`src/rtl/jtag_host_sequencer_if.sv`:
```
// Command/response bus between a JTAG host client and jtag_host_sequencer.
// The client drives commands and consumes responses; the sequencer is the slave side.
interface jtag_host_sequencer_if #(
    parameter int unsigned MAX_LEN = 32
);
    logic               cmd_valid;
    logic               cmd_ready;
    logic [1:0]         cmd_op;
    logic [5:0]         cmd_len;
    logic [MAX_LEN-1:0] cmd_data;
    logic               rsp_valid;
    logic               rsp_ready;
    logic [MAX_LEN-1:0] rsp_data;

    modport master (
        output cmd_valid, cmd_op, cmd_len, cmd_data, rsp_ready,
        input  cmd_ready, rsp_valid, rsp_data
    );

    modport slave (
        input  cmd_valid, cmd_op, cmd_len, cmd_data, rsp_ready,
        output cmd_ready, rsp_valid, rsp_data
    );
endinterface

```
`src/rtl/jtag_host_sequencer.sv`:
```
// Host-side JTAG master: turns TAP_RESET / SHIFT_IR / SHIFT_DR / IDLE commands into
// tck/tms/tdi step sequences and returns the tdo bits captured during shift steps.
module jtag_host_sequencer #(
    parameter int unsigned CLK_DIV = 2,
    parameter int unsigned MAX_LEN = 32
) (
    input  logic                  i_sys_clk,
    input  logic                  i_reset,
    jtag_host_sequencer_if.slave  io_bus,
    output logic                  o_tck,
    output logic                  o_tms,
    output logic                  o_tdi,
    output logic                  o_trst,
    input  logic                  i_tdo
);

    localparam int unsigned DivW = (CLK_DIV > 1) ? $clog2(CLK_DIV) : 1;
    localparam int unsigned IdxW = (MAX_LEN > 1) ? $clog2(MAX_LEN) : 1;
    localparam logic [DivW-1:0] DivLast = DivW'(CLK_DIV - 1);

    typedef enum logic [1:0] {
        OpTapReset = 2'b00,
        OpShiftIr  = 2'b01,
        OpShiftDr  = 2'b10,
        OpIdle     = 2'b11
    } op_e;

    typedef enum logic [1:0] {
        StIdle = 2'b00,
        StStep = 2'b01,
        StResp = 2'b10
    } state_e;

    typedef struct packed {
        logic            tms;
        logic            shift;
        logic [IdxW-1:0] idx;
    } step_t;

    // Step k of a command; an extra leading TMS=0 step moves the TAP out of Test-Logic-Reset.
    function automatic step_t decode_step(op_e op, logic [6:0] n, logic extra, logic [6:0] k);
        step_t s;
        int    kk;
        int    hdr;
        int    ni;
        s  = '0;
        kk = int'(k);
        ni = int'(n);
        if (extra) begin
            if (kk == 0) begin
                return s;
            end
            kk = kk - 1;
        end
        hdr = (op == OpShiftIr) ? 4 : 3;
        case (op)
            OpTapReset: s.tms = (kk < 5);
            OpShiftIr, OpShiftDr: begin
                if (kk < hdr) begin
                    s.tms = (op == OpShiftIr) ? (kk < 2) : (kk == 0);
                end else if (kk < hdr + ni) begin
                    s.shift = 1'b1;
                    s.idx   = IdxW'(kk - hdr);
                    s.tms   = (kk == hdr + ni - 1);
                end else begin
                    s.tms = (kk == hdr + ni);
                end
            end
            default: s.tms = 1'b0;
        endcase
        return s;
    endfunction

    state_e             r_state;
    op_e                r_op;
    logic [6:0]         r_n;
    logic [6:0]         r_total;
    logic [6:0]         r_step;
    logic               r_extra;
    logic [MAX_LEN-1:0] r_data;
    logic [DivW-1:0]    r_div;
    logic               r_cur_shift;
    logic [IdxW-1:0]    r_cur_idx;
    logic               r_at_tlr;
    logic               r_tck;
    logic               r_tms;
    logic               r_tdi;
    logic               r_trst;
    logic               r_cmd_ready;
    logic               r_rsp_valid;
    logic [MAX_LEN-1:0] r_rsp_data;

    op_e        w_op;
    logic [6:0] w_len;
    logic [6:0] w_n;
    logic [6:0] w_total;
    logic       w_extra;
    step_t      w_first;
    step_t      w_next;

    always_comb begin
        w_op  = op_e'(io_bus.cmd_op);
        w_len = {1'b0, io_bus.cmd_len};
        if (w_len == 7'd0) begin
            w_n = 7'd1;
        end else if ({25'd0, w_len} > MAX_LEN) begin
            w_n = 7'(MAX_LEN);
        end else begin
            w_n = w_len;
        end
        w_extra = r_at_tlr && (w_op != OpTapReset);
        case (w_op)
            OpTapReset: w_total = 7'd6;
            OpShiftIr:  w_total = w_n + 7'd6 + {6'd0, w_extra};
            OpShiftDr:  w_total = w_n + 7'd5 + {6'd0, w_extra};
            default:    w_total = w_len + {6'd0, w_extra};
        endcase
        w_first = decode_step(w_op, w_n, w_extra, 7'd0);
        w_next  = decode_step(r_op, r_n, r_extra, r_step + 7'd1);
    end

    always_ff @(posedge i_sys_clk or posedge i_reset) begin
        if (i_reset) begin
            r_state     <= StIdle;
            r_op        <= OpTapReset;
            r_n         <= 7'd0;
            r_total     <= 7'd0;
            r_step      <= 7'd0;
            r_extra     <= 1'b0;
            r_data      <= '0;
            r_div       <= '0;
            r_cur_shift <= 1'b0;
            r_cur_idx   <= '0;
            r_at_tlr    <= 1'b1;
            r_tck       <= 1'b0;
            r_tms       <= 1'b1;
            r_tdi       <= 1'b0;
            r_trst      <= 1'b0;
            r_cmd_ready <= 1'b0;
            r_rsp_valid <= 1'b0;
            r_rsp_data  <= '0;
        end else begin
            r_trst <= 1'b1;
            case (r_state)
                StIdle: begin
                    if (r_cmd_ready && io_bus.cmd_valid) begin
                        r_cmd_ready <= 1'b0;
                        r_op        <= w_op;
                        r_n         <= w_n;
                        r_total     <= w_total;
                        r_extra     <= w_extra;
                        r_data      <= io_bus.cmd_data;
                        r_step      <= 7'd0;
                        r_div       <= '0;
                        r_at_tlr    <= 1'b0;
                        r_rsp_data  <= '0;
                        r_tms       <= w_first.tms;
                        r_tdi       <= w_first.shift & io_bus.cmd_data[w_first.idx];
                        r_cur_shift <= w_first.shift;
                        r_cur_idx   <= w_first.idx;
                        r_state     <= StStep;
                    end else begin
                        r_cmd_ready <= 1'b1;
                    end
                end
                StStep: begin
                    if (r_total == 7'd0) begin
                        r_rsp_valid <= 1'b1;
                        r_state     <= StResp;
                    end else if (r_div != DivLast) begin
                        r_div <= r_div + DivW'(1);
                    end else begin
                        r_div <= '0;
                        if (!r_tck) begin
                            r_tck <= 1'b1;
                            if (r_cur_shift) begin
                                r_rsp_data[r_cur_idx] <= i_tdo;
                            end
                        end else begin
                            r_tck <= 1'b0;
                            if (r_step + 7'd1 == r_total) begin
                                r_tms       <= 1'b0;
                                r_tdi       <= 1'b0;
                                r_cur_shift <= 1'b0;
                                r_rsp_valid <= 1'b1;
                                r_state     <= StResp;
                            end else begin
                                r_step      <= r_step + 7'd1;
                                r_tms       <= w_next.tms;
                                r_tdi       <= w_next.shift & r_data[w_next.idx];
                                r_cur_shift <= w_next.shift;
                                r_cur_idx   <= w_next.idx;
                            end
                        end
                    end
                end
                StResp: begin
                    if (io_bus.rsp_ready) begin
                        r_rsp_valid <= 1'b0;
                        r_state     <= StIdle;
                    end
                end
                default: r_state <= StIdle;
            endcase
        end
    end

    assign o_tck            = r_tck;
    assign o_tms            = r_tms;
    assign o_tdi            = r_tdi;
    assign o_trst           = r_trst;
    assign io_bus.cmd_ready = r_cmd_ready;
    assign io_bus.rsp_valid = r_rsp_valid;
    assign io_bus.rsp_data  = r_rsp_data;

endmodule

```
`src/flat_wrapper.sv`:
```
// flat-port wrapper written by rule: the top's interface ports become plain ports
module jtag_host_sequencer_flat 
#(
    parameter int unsigned CLK_DIV = 2,
    parameter int unsigned MAX_LEN = 32
)
  (i_sys_clk, i_reset, o_tck, o_tms, o_tdi, o_trst, i_tdo, io_bus_cmd_valid, io_bus_cmd_op, io_bus_cmd_len, io_bus_cmd_data, io_bus_rsp_ready, io_bus_cmd_ready, io_bus_rsp_valid, io_bus_rsp_data);
  jtag_host_sequencer_if #(.MAX_LEN(MAX_LEN)) io_bus_i ();
  input  logic i_sys_clk;
  input  logic i_reset;
  output logic o_tck;
  output logic o_tms;
  output logic o_tdi;
  output logic o_trst;
  input  logic i_tdo;
  input wire logic [$bits(io_bus_i.cmd_valid)-1:0] io_bus_cmd_valid;
  input wire logic [$bits(io_bus_i.cmd_op)-1:0] io_bus_cmd_op;
  input wire logic [$bits(io_bus_i.cmd_len)-1:0] io_bus_cmd_len;
  input wire logic [$bits(io_bus_i.cmd_data)-1:0] io_bus_cmd_data;
  input wire logic [$bits(io_bus_i.rsp_ready)-1:0] io_bus_rsp_ready;
  output wire logic [$bits(io_bus_i.cmd_ready)-1:0] io_bus_cmd_ready;
  output wire logic [$bits(io_bus_i.rsp_valid)-1:0] io_bus_rsp_valid;
  output wire logic [$bits(io_bus_i.rsp_data)-1:0] io_bus_rsp_data;
  assign io_bus_i.cmd_valid = io_bus_cmd_valid;
  assign io_bus_i.cmd_op = io_bus_cmd_op;
  assign io_bus_i.cmd_len = io_bus_cmd_len;
  assign io_bus_i.cmd_data = io_bus_cmd_data;
  assign io_bus_i.rsp_ready = io_bus_rsp_ready;
  assign io_bus_cmd_ready = io_bus_i.cmd_ready;
  assign io_bus_rsp_valid = io_bus_i.rsp_valid;
  assign io_bus_rsp_data = io_bus_i.rsp_data;
  jtag_host_sequencer #(.CLK_DIV(CLK_DIV), .MAX_LEN(MAX_LEN)) u_core (.i_sys_clk(i_sys_clk), .i_reset(i_reset), .io_bus(io_bus_i), .o_tck(o_tck), .o_tms(o_tms), .o_tdi(o_tdi), .o_trst(o_trst), .i_tdo(i_tdo));
endmodule
```
`config.mk`:
```
export PLATFORM = sky130hd
export DESIGN_NAME = jtag_host_sequencer_flat
export DESIGN_NICKNAME = d
export VERILOG_FILES = /design/src/rtl/jtag_host_sequencer_if.sv /design/src/rtl/jtag_host_sequencer.sv /design/src/flat_wrapper.sv
export SDC_FILE = /design/constraint.sdc
export NUM_CORES = 1
export LEC_CHECK = 0
export CAP_MARGIN = 20
export CORE_AREA = 10 10 101 148
export CTS_CLUSTER_SIZE = 40
export DETAILED_ROUTE_END_ITERATION = 16
export DIE_AREA = 0 0 111 158
export GPL_ROUTABILITY_DRIVEN = 0
export PLACE_DENSITY = 0.82
export SLEW_MARGIN = 30
export SYNTH_ARGS = -nofsm -noshare
export SYNTH_HDL_FRONTEND = slang
export SYNTH_SLANG_ARGS = --single-unit
```
`constraint.sdc`:
```
create_clock -name i_sys_clk -period 5.7 [get_ports i_sys_clk]
set_input_delay 0.57 -clock i_sys_clk [delete_from_list [all_inputs] [get_ports i_sys_clk]]
set_output_delay 0.57 -clock i_sys_clk [all_outputs]
set_load 0.02 [all_outputs]
```
run_1/placement.png
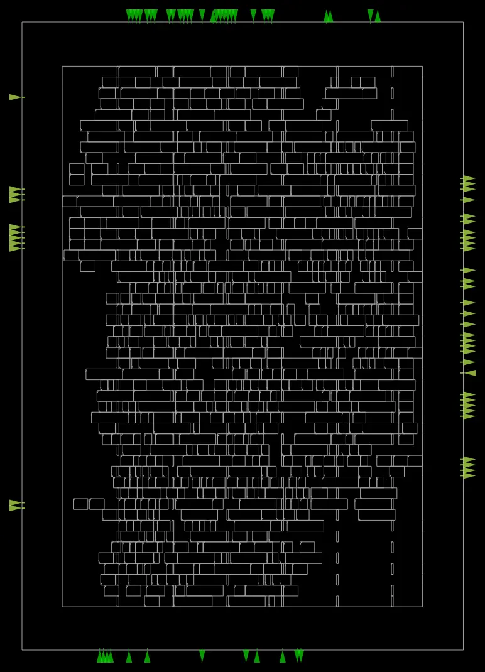
row count: 50
Core Region: 0.0123 sq mm
non-filler instance count after layout: 923

run_1/clk_routes.png
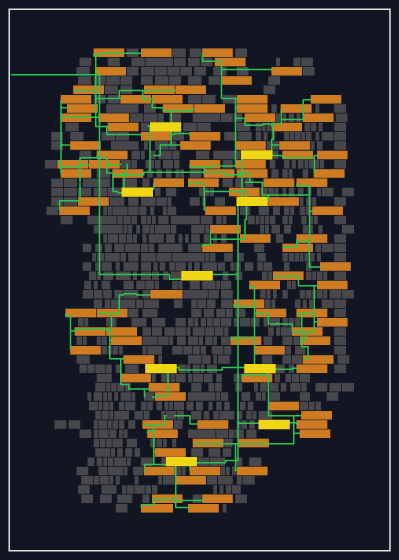
- green: clock wires (length 1250 um)
- yellow: clock drivers (count 9)
- orange: flip-flops (count 103)
- routed clock nets: 10
Power Clock: 603 uW
clk_lat worst skew: 0.36 ns
Worst Skew: 0.0102 ns

run_1/layer_met2.png
Bar = 20 um.
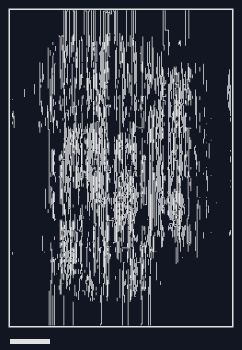
- nets with wire on the layer: 719
- share of all routed wire: 54%
- wire length on this layer: 9120 um
- main direction: vertical
met2 Resource Use GR: 35.2%
Vias: 5614
DRT Wirelength: 16.8 mm

==> ci_impl_report.md, run 1 <==
### Flow metrics

| Metric | Value |
|---|---|
| Total negative slack | `0 ns` |
| Synthesized registers | `103` |
| Crit share post-route | `84.9%` |
| Worst-path clk slew | `0.08 ns` |
| Final Net Count | `837` |
| Max FO, Critical Path | `13` |
| Synth Instances | `709` |
| Register share after synthesis | `39.0%` |
| Setup crit end kind | `flop` |
| Detail Route Antenna Nets | `0` |
| Max-cap violations | `0` |
| Hold WC Path Type | `reg2reg` |
| Largest type area fraction | `38.3%` |
| Met3 routed WL | `754 um` |
| DRT iter0 DRCs | `330` |
| Worst-Margin Slew | `0.876 ns` |
| Highest routed metal layer | `met4` |
| CTS tree | `yes` |
| Crit path required time | `5.93 ns` |
| Worst slew margin | `41.6%` |
| Yosys top cell by area | `dfrtp_1` |
| Fillers | `1001` |
| Pwr dens | `473 mW/mm^2` |
| Chip area | `0.0175 sq mm` |
| Worst setup margin | `0.861 ns` |
| Worst setup SP type | `flop` |
| Count of tool warnings | `31` |
| CTS sink cnt | `103` |
| Remaining DRCs | `0` |
| Final core occ | `63.1%` |
| Status | `completed` |
| Vias in the first global route | `5779` |
| Drt wl/cell | `18.2 um` |
| Vias/cell | `6.08` |
| Commonest Layout Cell | `dfrtp_1` |
| CTS Buffer Depth | `2` |
| Reg area | `0.00258 sq mm` |
| Post-CTS sizing | `0` |
| Metal2 WL | `9.12 mm` |
| Ys cells | `709` |
| # hold bufs at CTS | `0` |
| Core Util at FP | `53.6%` |
| Critical path type | `reg2reg` |
| Yosys chip area | `0.00661 sq mm` |
| Met1 wire length | `6.40 mm` |
| Syn nets | `784` |
| Area growth syn-to-layout | `17.8%` |
| Post-route cell area | `0.00778 sq mm` |
| Yosys warnings | `0` |
| Final number of setup-violating endpoints | `0` |
| Achievable frequency | `0.207 GHz` |
| CTS Buf Count | `9` |
| Mean post-synth cell area | `9.32 sq um` |
| Setup WS pre-CTS | `0.954 ns` |
| Setup bufs post-CTS | `0` |
| Drt first pass iters | `5` |
| Largest net degree at the start of global routing | `68` |
| Layout cells sized above 1 | `10.2%` |
| Commonest cells after routing, fill and taps aside | `101 x dfrtp_1, 97 x o21ai_0, 96 x nand2_1` |
| Fin crit period | `4.84 ns` |
| Async set-reset flop share out of synthesis | `100%` |
| MI comb area | `0.00375 sq mm` |
| Ant diodes | `0` |
[run 1: routing by layer]
| layer | global-route usage (%) | up-vias |
|---|---|---|
| met4 | 9.20 | 0 |
| met5 | 0 | - |
| met3 | 3.71 | 45 |
| li1 | - | 2669 |
| met2 | 35.2 | 190 |
| met1 | 20.0 | 2710 |
[run 1: sequential cells by signal, summed over array words and instances (netlist names), 2 cells and up]
signal,count
u_core.io_bus.rsp_data,32
u_core.r_data,32
u_core.r_step,7
u_core.r_total,7
u_core.r_n,6
u_core.r_cur_idx,5
u_core.r_op,2
u_core.r_state,2
[run 1: cells in the mapped netlist (6+ instances only)]
library cell / n
nand4_1: 8
nor3_1: 10
xor2_1: 10
inv_1: 27
a211oi_1: 8
nand3_1: 17
nand2b_1: 13
xnor2_1: 20
ha_1: 28
a21oi_1: 20
dfrtp_1: 101
o21ai_0: 97
nor2_1: 27
o31ai_1: 10
clkbuf_1: 39
a21o_1: 6
or3_1: 6
nand2_1: 96
a22o_1: 14
mux2_2: 35
mux2i_1: 6
[run 1: cell families after synthesis]
kind of cell,count (synthesis),synth area share (%)
AND-OR/OR-AND,196,19.0
XOR/XNOR,35,5.74
adder cells (fa/ha/maj),31,6.06
buffers and inverters,74,4.28
flip-flops,103,39.0
multiplexers,47,8.98
other,1,0.0568
AND/OR/NAND/NOR,222,16.8
[run 1: worst max-delay path, cell delays in order (launching register included)]
cell and delay [ns]:
dfrtp_1 0.54, ha_1 0.49, nand2_1 0.21, o21ai_0 0.49, xnor2_1 0.24, ha_1 0.21
inv_1 0.06, fa_1 0.76, mux4_2 0.56, and2_1 0.18, or4_1 0.41, a21oi_1 0.16
nor3_1 0.06, a2111o_1 0.34
[run 1: final timing paths]
path	cells past startpoint	startpoint	to	slack [ns]
min in group asynchronous	2	i_reset	u_core.o_trst$_DFF_PP0_	0.58
worst max register to register	13	u_core.r_step[1]$_DFFE_PP0P_	u_core.o_tdi$_DFFE_PP0P_	0.86
worst min-delay path	2	u_core.io_bus.rsp_data[5]$_DFFE_PP0P_	u_core.io_bus.rsp_data[5]$_DFFE_PP0P_	0.48
max in group asynchronous	3	i_reset	u_core.r_total[5]$_DFFE_PP0P_	3.88
worst max-delay path	13	u_core.r_step[1]$_DFFE_PP0P_	u_core.o_tdi$_DFFE_PP0P_	0.86
worst min register to register	2	u_core.io_bus.rsp_data[5]$_DFFE_PP0P_	u_core.io_bus.rsp_data[5]$_DFFE_PP0P_	0.48
[run 1: final cells by class]
type / count / area share, %
tap: 156 / 2.51
clock inverter: 7 / 0.756
timing repair buffer: 88 / 11.1
sequential: 103 / 33.2
inverter: 28 / 1.38
multi-input combinational: 532 / 48.2
clock buffer: 9 / 2.89
[run 1: through the flow]
stage                     power, mW  std cells  hold WS, ns
after detailed placement       3.06        907        0.471
after CTS                      3.67        923        0.488
after floorplan                2.57        709        0.450
after global routing           3.93        923        0.512
after global placement         2.96        907        0.461
final                          3.68        923        0.484
[run 1: power breakdown]
group / total, mW / leakage [nW] / switching [mW] / internal, mW
sequential: 1.12 / 1.33 / 0.172 / 0.945
combinational: 1.96 / 1.88 / 1.09 / 0.874
clock: 0.603 / 0.139 / 0.298 / 0.305
total: 3.68 / 3.35 / 1.56 / 2.12
==> run 1 -> run 2 <==
==> constraint.sdc (replaced) <==
create_clock -name i_sys_clk -period 5.1 [get_ports i_sys_clk]
set_input_delay 0.51 -clock i_sys_clk [delete_from_list [all_inputs] [get_ports i_sys_clk]]
set_output_delay 0.51 -clock i_sys_clk [all_outputs]
set_load 0.02 [all_outputs]
run_2/placement_by_type.png
Bar = 20 um. Fill, decap, tap and diode cells in grey.
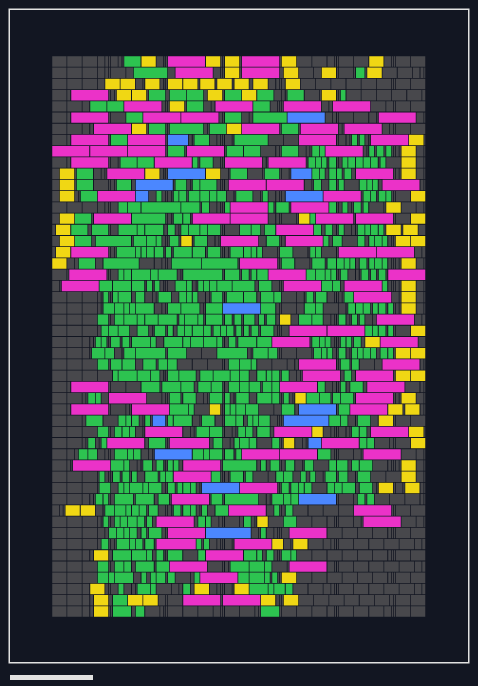
- green: combinational and other logic (cells 560)
- yellow: other buffers and delay cells (cells 91)
- magenta: flops (cells 103)
- blue: clock drivers and dummy loads (cells 16)
final core occ: 63.9%
Seq/total area: 32.8%
post-route cell area: 0.00787 sq mm

==> ci_impl_report.md, run 2 <==
### Flow metrics

| Metric | Value |
|---|---|
| Worst path slowest cell | `dfrtp_1` |
| Ant diodes | `0 (unchanged)` |
| Hold path startpoint | `u_core.io_bus.rsp_data[10]$_DFFE_PP0P_` |
| Total power | `4.21 mW (+14%)` |
| Drt first pass iters | `5 (unchanged)` |
| Critical path type | `reg2reg` |
| Largest net degree at the start of global routing | `65 (-4.4%)` |
| Max VDD drop | `0.000335 V` |
| Clk_lat worst skew | `0.34 ns (-0.02 ns)` |
| Setup WS pre-CTS | `0.412 ns (-0.543 ns)` |
| CP cell instances | `nor4_1 > a32oi_1 > o21ai_0 > xnor2_1 > ha_1 > inv_1 > fa_1 > mux4_2 > and2_1 > or4_1 > a21oi_1 > nor3_1 > a2111o_1` |
| Hold Crit Depth | `2 (unchanged)` |
| Total negative slack | `0 ns (unchanged)` |
| Synth top cell by count | `dfrtp_1` |
| Async set-reset flop share out of synthesis | `100% (unchanged)` |
| Yosys top cell by area | `dfrtp_1` |
| Crit share post-route | `91.4% (+6.5 points)` |
| Mean post-synth cell area | `9.32 sq um (unchanged)` |
| Register share after synthesis | `39.0% (unchanged)` |
| Max FO, Critical Path | `18 (+5)` |
| Vias | `5636 (+0.39%)` |
| Pwr dens | `534 mW/mm^2 (+13%)` |
| DRT Wirelength | `16.5 mm (-2.2%)` |
| Worst setup margin | `0.440 ns (-0.421 ns)` |
| Remaining DRCs | `0 (unchanged)` |
| CTS Buffer Depth | `2 (unchanged)` |
| CTS tree | `yes` |
| Final number of setup-violating endpoints | `0 (unchanged)` |
| Row count | `50 (unchanged)` |
| Fillers | `994 (-0.70%)` |
| Core Region | `0.0123 sq mm (unchanged)` |
| Worst setup SP type | `flop` |
| Area growth syn-to-layout | `19.1%` |
| Yosys warnings | `0 (unchanged)` |
| Comb power frac | `52.1% (-1.2 points)` |
| FF-to-FF path depth | `13 (unchanged)` |
| Cell family with most CP delay | `simple AND/OR/NAND/NOR gates` |
| Top cells by count | `101 x dfrtp_1, 97 x o21ai_0, 96 x nand2_1, 39 x clkbuf_1, 35 x mux2_2` |
| Synth Instances | `709 (unchanged)` |
| Fin crit period | `4.66 ns (-0.179 ns)` |
| FF-to-FF setup slack | `0.44 ns (-0.42 ns)` |
| CTS sink cnt | `103 (unchanged)` |
| Max-cap violations | `0 (unchanged)` |
| Synthesized registers | `103 (unchanged)` |
| Clock Power Share | `18.2% (+1.8 points)` |
| P_int | `2.50 mW (+18%)` |
| Status | `completed` |
| Worst-Margin Slew | `0.859 ns (-0.0173 ns)` |
| Non-filler instance count after layout | `926 (+0.33%)` |
| Part of the power in registers | `29.7% (-0.6 points)` |
| Setup crit start | `u_core.r_step[3]$_DFFE_PP0P_` |
| Count of tool warnings | `31 (unchanged)` |
| Drt wl/cell | `17.8 um (-2.5%)` |
| Largest type area fraction | `38.3% (unchanged)` |
| Crit path required time | `5.32 ns (-0.61 ns)` |
| DRT iter0 DRCs | `314 (-4.8%)` |
| Achievable frequency | `0.215 GHz (+3.8%)` |
| Worst Skew | `0.00878 ns (-0.00138 ns)` |
| Core Util at FP | `53.6% (unchanged)` |
| Worst slew margin | `42.4% (+0.81 points)` |
| Vias/cell | `6.09 (about the same)` |
| Yosys chip area | `0.00661 sq mm (unchanged)` |
| Switching portion of total power | `40.4% (-1.8 points)` |
| Commonest Layout Cell | `dfrtp_1` |
| Ys cells | `709 (unchanged)` |
| Worst stage delay on the critical path | `0.59 ns (-0.17 ns)` |
| Worst R2R End | `u_core.o_tdi$_DFFE_PP0P_` |
| Bufs and invs on worst path | `1 (unchanged)` |
| Hold WC Path Type | `reg2reg` |
| Commonest cells after routing, fill and taps aside | `101 x dfrtp_1, 97 x o21ai_0, 96 x nand2_1` |
[run 2: area by class of cell]
class,instances,area [sq um],area share (%)
clock buffers,11,253,3.21
clock inverters,5,86.3,1.10
inverters,28,108,1.37
multi-input cells,532,3760,47.8
flip-flops and latches,103,2580,32.8
well taps,156,195,2.48
repair buffers,91,888,11.3
[run 2: worst max path at each step]
stage                                    end  slack [ns]  depth (start not counted)
CTS                 u_core.o_tdi$_DFFE_PP0P_        0.34                         15
detailed placement  u_core.o_tdi$_DFFE_PP0P_        0.41                         15
floorplan           u_core.o_tdi$_DFFE_PP0P_        0.79                         15
global route        u_core.o_tdi$_DFFE_PP0P_        0.16                         17
finish              u_core.o_tdi$_DFFE_PP0P_        0.44                         13
global placement    u_core.o_tdi$_DFFE_PP0P_        0.81                         14
[run 2: cell families (layout without fill, tap and decap cells)]
kind of cell,after synthesis,after routing,synth area share [%]
and+or+nand+nor,222,222,16.8
AOI/OAI and AO/OA,196,196,19.0
DFF,103,103,39.0
other,1,1,0.0568
muxes,47,47,8.98
buffers and inverters,74,135,4.28
xor gates and xnor gates,35,35,5.74
adders and majority gates,31,31,6.06
[run 2: what timing repair did]
item | in CTS | in global routing
resized | 0 | 2
setup buffers | 0 | 0
setup endpoints to repair | 0 | 1
hold buffers | 0 | 0
[run 2: power by group through the flow]
| stage | registers [mW] | clock network [mW] | logic (mW) |
|---|---|---|---|
| after floorplan | 1.20 | 0 | 1.67 |
| after global placement | 1.24 | 0 | 2.08 |
| after detailed placement | 1.26 | 0 | 2.17 |
| after CTS | 1.25 | 0.779 | 2.18 |
| after global routing | 1.28 | 0.822 | 2.41 |
| final | 1.25 | 0.767 | 2.19 |
[run 2: worst reg2reg max path: stages (launching register included)]
cell and delay (ns):
dfrtp_1 0.59, nor4_1 0.55, a32oi_1 0.18, o21ai_0 0.48, xnor2_1 0.24, ha_1 0.21
inv_1 0.06, fa_1 0.54, mux4_2 0.50, and2_1 0.18, or4_1 0.41, a21oi_1 0.19
nor3_1 0.07, a2111o_1 0.34
[run 2: per-layer routing]
metal	vias to the layer above	track usage, %	part of all wire, %
li1	2680	-	-
met1	2718	19.2	37
met2	196	34.0	54
met3	42	3.45	4.8
met4	0	10.1	3.7
met5	-	0	0
==> run 2 -> run 3 <==
--- a/config.mk
+++ b/config.mk
@@ -7,6 +7,7 @@
 export LEC_CHECK = 0
 export CAP_MARGIN = 20
 export CORE_AREA = 10 10 101 148
+export CTS_CLUSTER_DIAMETER = 60
 export CTS_CLUSTER_SIZE = 40
 export DETAILED_ROUTE_END_ITERATION = 16
 export DIE_AREA = 0 0 111 158
run_3/placement.png
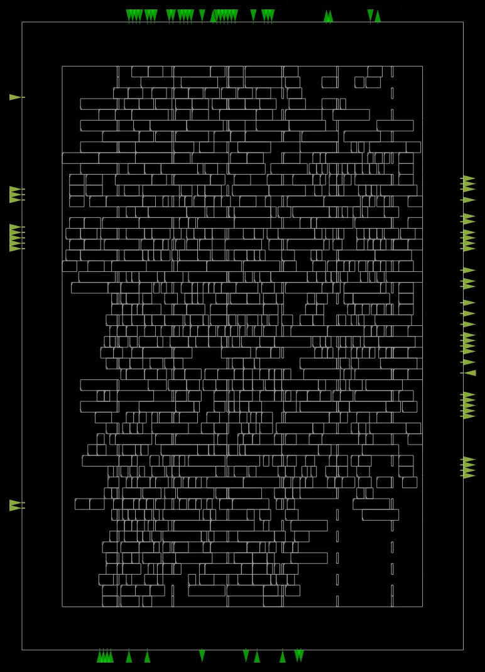
flop count: 103
non-filler instance count after layout: 926
fillers: 994
Tap Count: 156

==> ci_impl_report.md, run 3 <==
### Flow metrics

| Metric | Value |
|---|---|
| Status | `completed` |
| CTS Buffer Depth | `2 (unchanged)` |
| Worst stage delay on the critical path | `0.59 ns (about the same)` |
| LEAKAGE | `3.39 nW` |
| Area growth syn-to-layout | `19.1% (unchanged)` |
| Achievable frequency | `0.215 GHz (unchanged)` |
| Crit share post-route | `91.4% (unchanged)` |
| Yosys top cell by area | `dfrtp_1` |
| Pwr dens | `534 mW/mm^2 (unchanged)` |
| Die W | `111 um` |
| Detail Route Antenna Nets | `0` |
| Synthesized registers | `103 (unchanged)` |
| Commonest cells after routing, fill and taps aside | `101 x dfrtp_1, 97 x o21ai_0, 96 x nand2_1` |
| CTS sink cnt | `103 (unchanged)` |
| P_int | `2.50 mW (unchanged)` |
| Setup WS pre-CTS | `0.412 ns (unchanged)` |
| Setup crit end kind | `flop` |
| DRT Wirelength | `16.5 mm (unchanged)` |
| Post-route cell area | `0.00787 sq mm (unchanged)` |
| Hold path startpoint | `u_core.io_bus.rsp_data[10]$_DFFE_PP0P_` |
| Max VDD drop | `0.000335 V (unchanged)` |
| Critical path type | `reg2reg` |
| Complex Gates by Area | `19.0% (unchanged)` |
| Total gr overflow | `0` |
| Setup crit start | `u_core.r_step[3]$_DFFE_PP0P_` |
| Clock Power Share | `18.2% (about the same)` |
| # hold bufs at CTS | `0 (unchanged)` |
| Part of the power in registers | `29.7% (about the same)` |
| Worst setup SP type | `flop` |
| Synth Cell Area | `0.00661 sq mm` |
| Core Region | `0.0123 sq mm (unchanged)` |
| Final Net Count | `840` |
| Switching power | `1.70 mW` |
| Mean post-synth cell area | `9.32 sq um (unchanged)` |
| Total GRT Usage | `18.4%` |
| Area share of and/or/nand/nor cells after synthesis | `16.8% (unchanged)` |
| Flip-flops with a built-in enable | `0` |
| Post-Synth XOR/XNOR Area | `5.74% (unchanged)` |
| Synth top cell by count | `dfrtp_1` |
| Input/output buffers | `82` |
| Dominant Register Cell | `dfrtp_1` |
| Slew Limit Fails | `0` |
| First-pass GRT wire length | `27.0 mm` |
| Worst EP arrival | `4.88 ns` |
| Top cells by count | `101 x dfrtp_1, 97 x o21ai_0, 96 x nand2_1, 39 x clkbuf_1, 35 x mux2_2` |
| HPWL Detailed | `12.6 mm` |
| Worst setup margin | `0.440 ns (unchanged)` |
| RSZ-0062 raised after global routing | `false` |
| Chip area | `0.0175 sq mm` |
| I/O pin cnt | `83` |
| Commonest Layout Cell | `dfrtp_1` |
| Max-cap violations | `0 (unchanged)` |
| Largest net degree at the start of global routing | `65 (unchanged)` |
| Comb power frac | `52.1% (about the same)` |
| Worst Skew | `0.00878 ns (unchanged)` |
| Max FO, Critical Path | `18 (unchanged)` |
| Netlist cell types | `75` |
| Largest type area fraction | `38.3% (unchanged)` |
| Adders+Majority by Area | `6.06% (unchanged)` |
| Fin crit period | `4.66 ns (unchanged)` |
| CTS tree | `yes` |
| Register share after synthesis | `39.0% (unchanged)` |
| CP cell instances | `nor4_1 > a32oi_1 > o21ai_0 > xnor2_1 > ha_1 > inv_1 > fa_1 > mux4_2 > and2_1 > or4_1 > a21oi_1 > nor3_1 > a2111o_1` |
| Vias/cell | `6.09 (unchanged)` |
| Syn nets | `784` |
| Final number of setup-violating endpoints | `0 (unchanged)` |
| Async set-reset flop share out of synthesis | `100% (unchanged)` |
| Count of tool warnings | `31 (unchanged)` |
| Hold WC Path Type | `reg2reg` |
| Yosys warnings | `0 (unchanged)` |
| H-tree levels | `3` |
| Worst-Margin Slew | `0.859 ns (unchanged)` |
| Ys cells | `709 (unchanged)` |
| Ant diodes | `0 (unchanged)` |
| Clk_lat worst skew | `0.34 ns (about the same)` |
| Worst path slowest cell | `dfrtp_1` |
| Vias in the first global route | `5579` |
| Fin. Hold Viols | `0` |
| Synth Instances | `709 (unchanged)` |
| Row count | `50 (unchanged)` |
| Drt first pass iters | `5 (unchanged)` |
| Dominant combinational family | `AND-OR/OR-AND gates` |
| Crit path required time | `5.32 ns (about the same)` |
| Vias | `5636 (unchanged)` |
| Switching portion of total power | `40.4% (unchanged)` |
| Worst slew margin | `42.4% (unchanged)` |
| Initial antenna violation count | `0` |
| Mux cell area share after synthesis | `8.98% (unchanged)` |
| DRT iter0 DRCs | `314 (unchanged)` |
| Layout cells sized above 1 | `10.8%` |
| Drt wl/cell | `17.8 um (unchanged)` |
| Yosys chip area | `0.00661 sq mm (unchanged)` |
| Core Util at FP | `53.6% (unchanged)` |
| Total negative slack | `0 ns (unchanged)` |
| Root buffer cell | `clkbuf_16` |
| Remaining DRCs | `0 (unchanged)` |
| Setup bufs post-CTS | `0 (unchanged)` |
[run 3: cell counts in the layout (fill, tap and decap cells not counted)]
Identical to the previous run, type by type.
[run 3: cells by family after synthesis]
| group | count (synthesis) |
|---|---|
| AOI/OAI and AO/OA | 196 |
| xor gates and xnor gates | 35 |
| adders and majority gates | 31 |
| buffers and inverters | 74 |
| DFF | 103 |
| muxes | 47 |
| other | 1 |
| and+or+nand+nor | 222 |
[run 3: cell type report]
class	count	area, sq um
Inverter	28	108
Fill cell	994	4450
Sequential cell	103	2580
Clock buffer	11	253
Tap cell	156	195
Timing Repair Buffer	91	888
Multi-Input combinational cell	532	3760
Clock inverter	5	86.3
[run 3: power groups by stage]
stage          combinational [mW]  clock (mW)  sequential (mW)
2_1_floorplan                1.67           0             1.20
3_3_place_gp                 2.08           0             1.24
3_5_place_dp                 2.17           0             1.26
4_1_cts                      2.18       0.779             1.25
5_1_grt                      2.41       0.822             1.28
6_report                     2.19       0.767             1.25
[run 3: per-stage QoR]
step	hold WS (ns)	power [mW]	util [%]	instances
after global placement	0.462	3.33	61.0	910
after detailed placement	0.469	3.43	61.0	910
after CTS	0.484	4.21	63.8	926
after floorplan	0.450	2.88	-	709
after global routing	0.510	4.52	63.9	926
final	0.478	4.21	63.9	926
[run 3: path summary, 6_finish.rpt]
| path | end | slack, ns | cells after the start |
|---|---|---|---|
| setup / recovery | u_core.o_tdi$_DFFE_PP0P_ | 0.44 | 13 |
| hold / removal | u_core.io_bus.rsp_data[10]$_DFFE_PP0P_ | 0.48 | 2 |
| setup reg to reg | u_core.o_tdi$_DFFE_PP0P_ | 0.44 | 13 |
| hold reg to reg | u_core.io_bus.rsp_data[10]$_DFFE_PP0P_ | 0.48 | 2 |
| max in group asynchronous | u_core.r_n[0]$_DFFE_PP0P_ | 3.37 | 3 |
| min in group asynchronous | u_core.o_trst$_DFF_PP0_ | 0.59 | 2 |
[run 3: routing by layer]
layer | global-route usage (%) | share of wire, % | vias to the layer above
met1 | 19.2 | 37 | 2718
li1 | - | - | 2680
met5 | 0 | 0 | -
met3 | 3.45 | 4.8 | 42
met4 | 10.1 | 3.7 | 0
met2 | 34.0 | 54 | 196
[run 3: what timing repair did]
item                       4_1_cts  5_1_grt
setup endpoints to repair        0        1
gates resized                    0        2
hold endpoints to repair         0        0
[run 3: worst max-delay path: cells and delay by family (launching register included)]
kind | cells | cell delay [ns]
flip-flops | 1 | 0.59
buffers and inverters | 1 | 0.06
AND-OR/OR-AND | 4 | 1.19
AND/OR/NAND/NOR | 4 | 1.21
adder cells (fa/ha/maj) | 2 | 0.75
XOR/XNOR | 1 | 0.24
multiplexers | 1 | 0.50
No activity file was given, so power comes from the tool's default toggle rates.
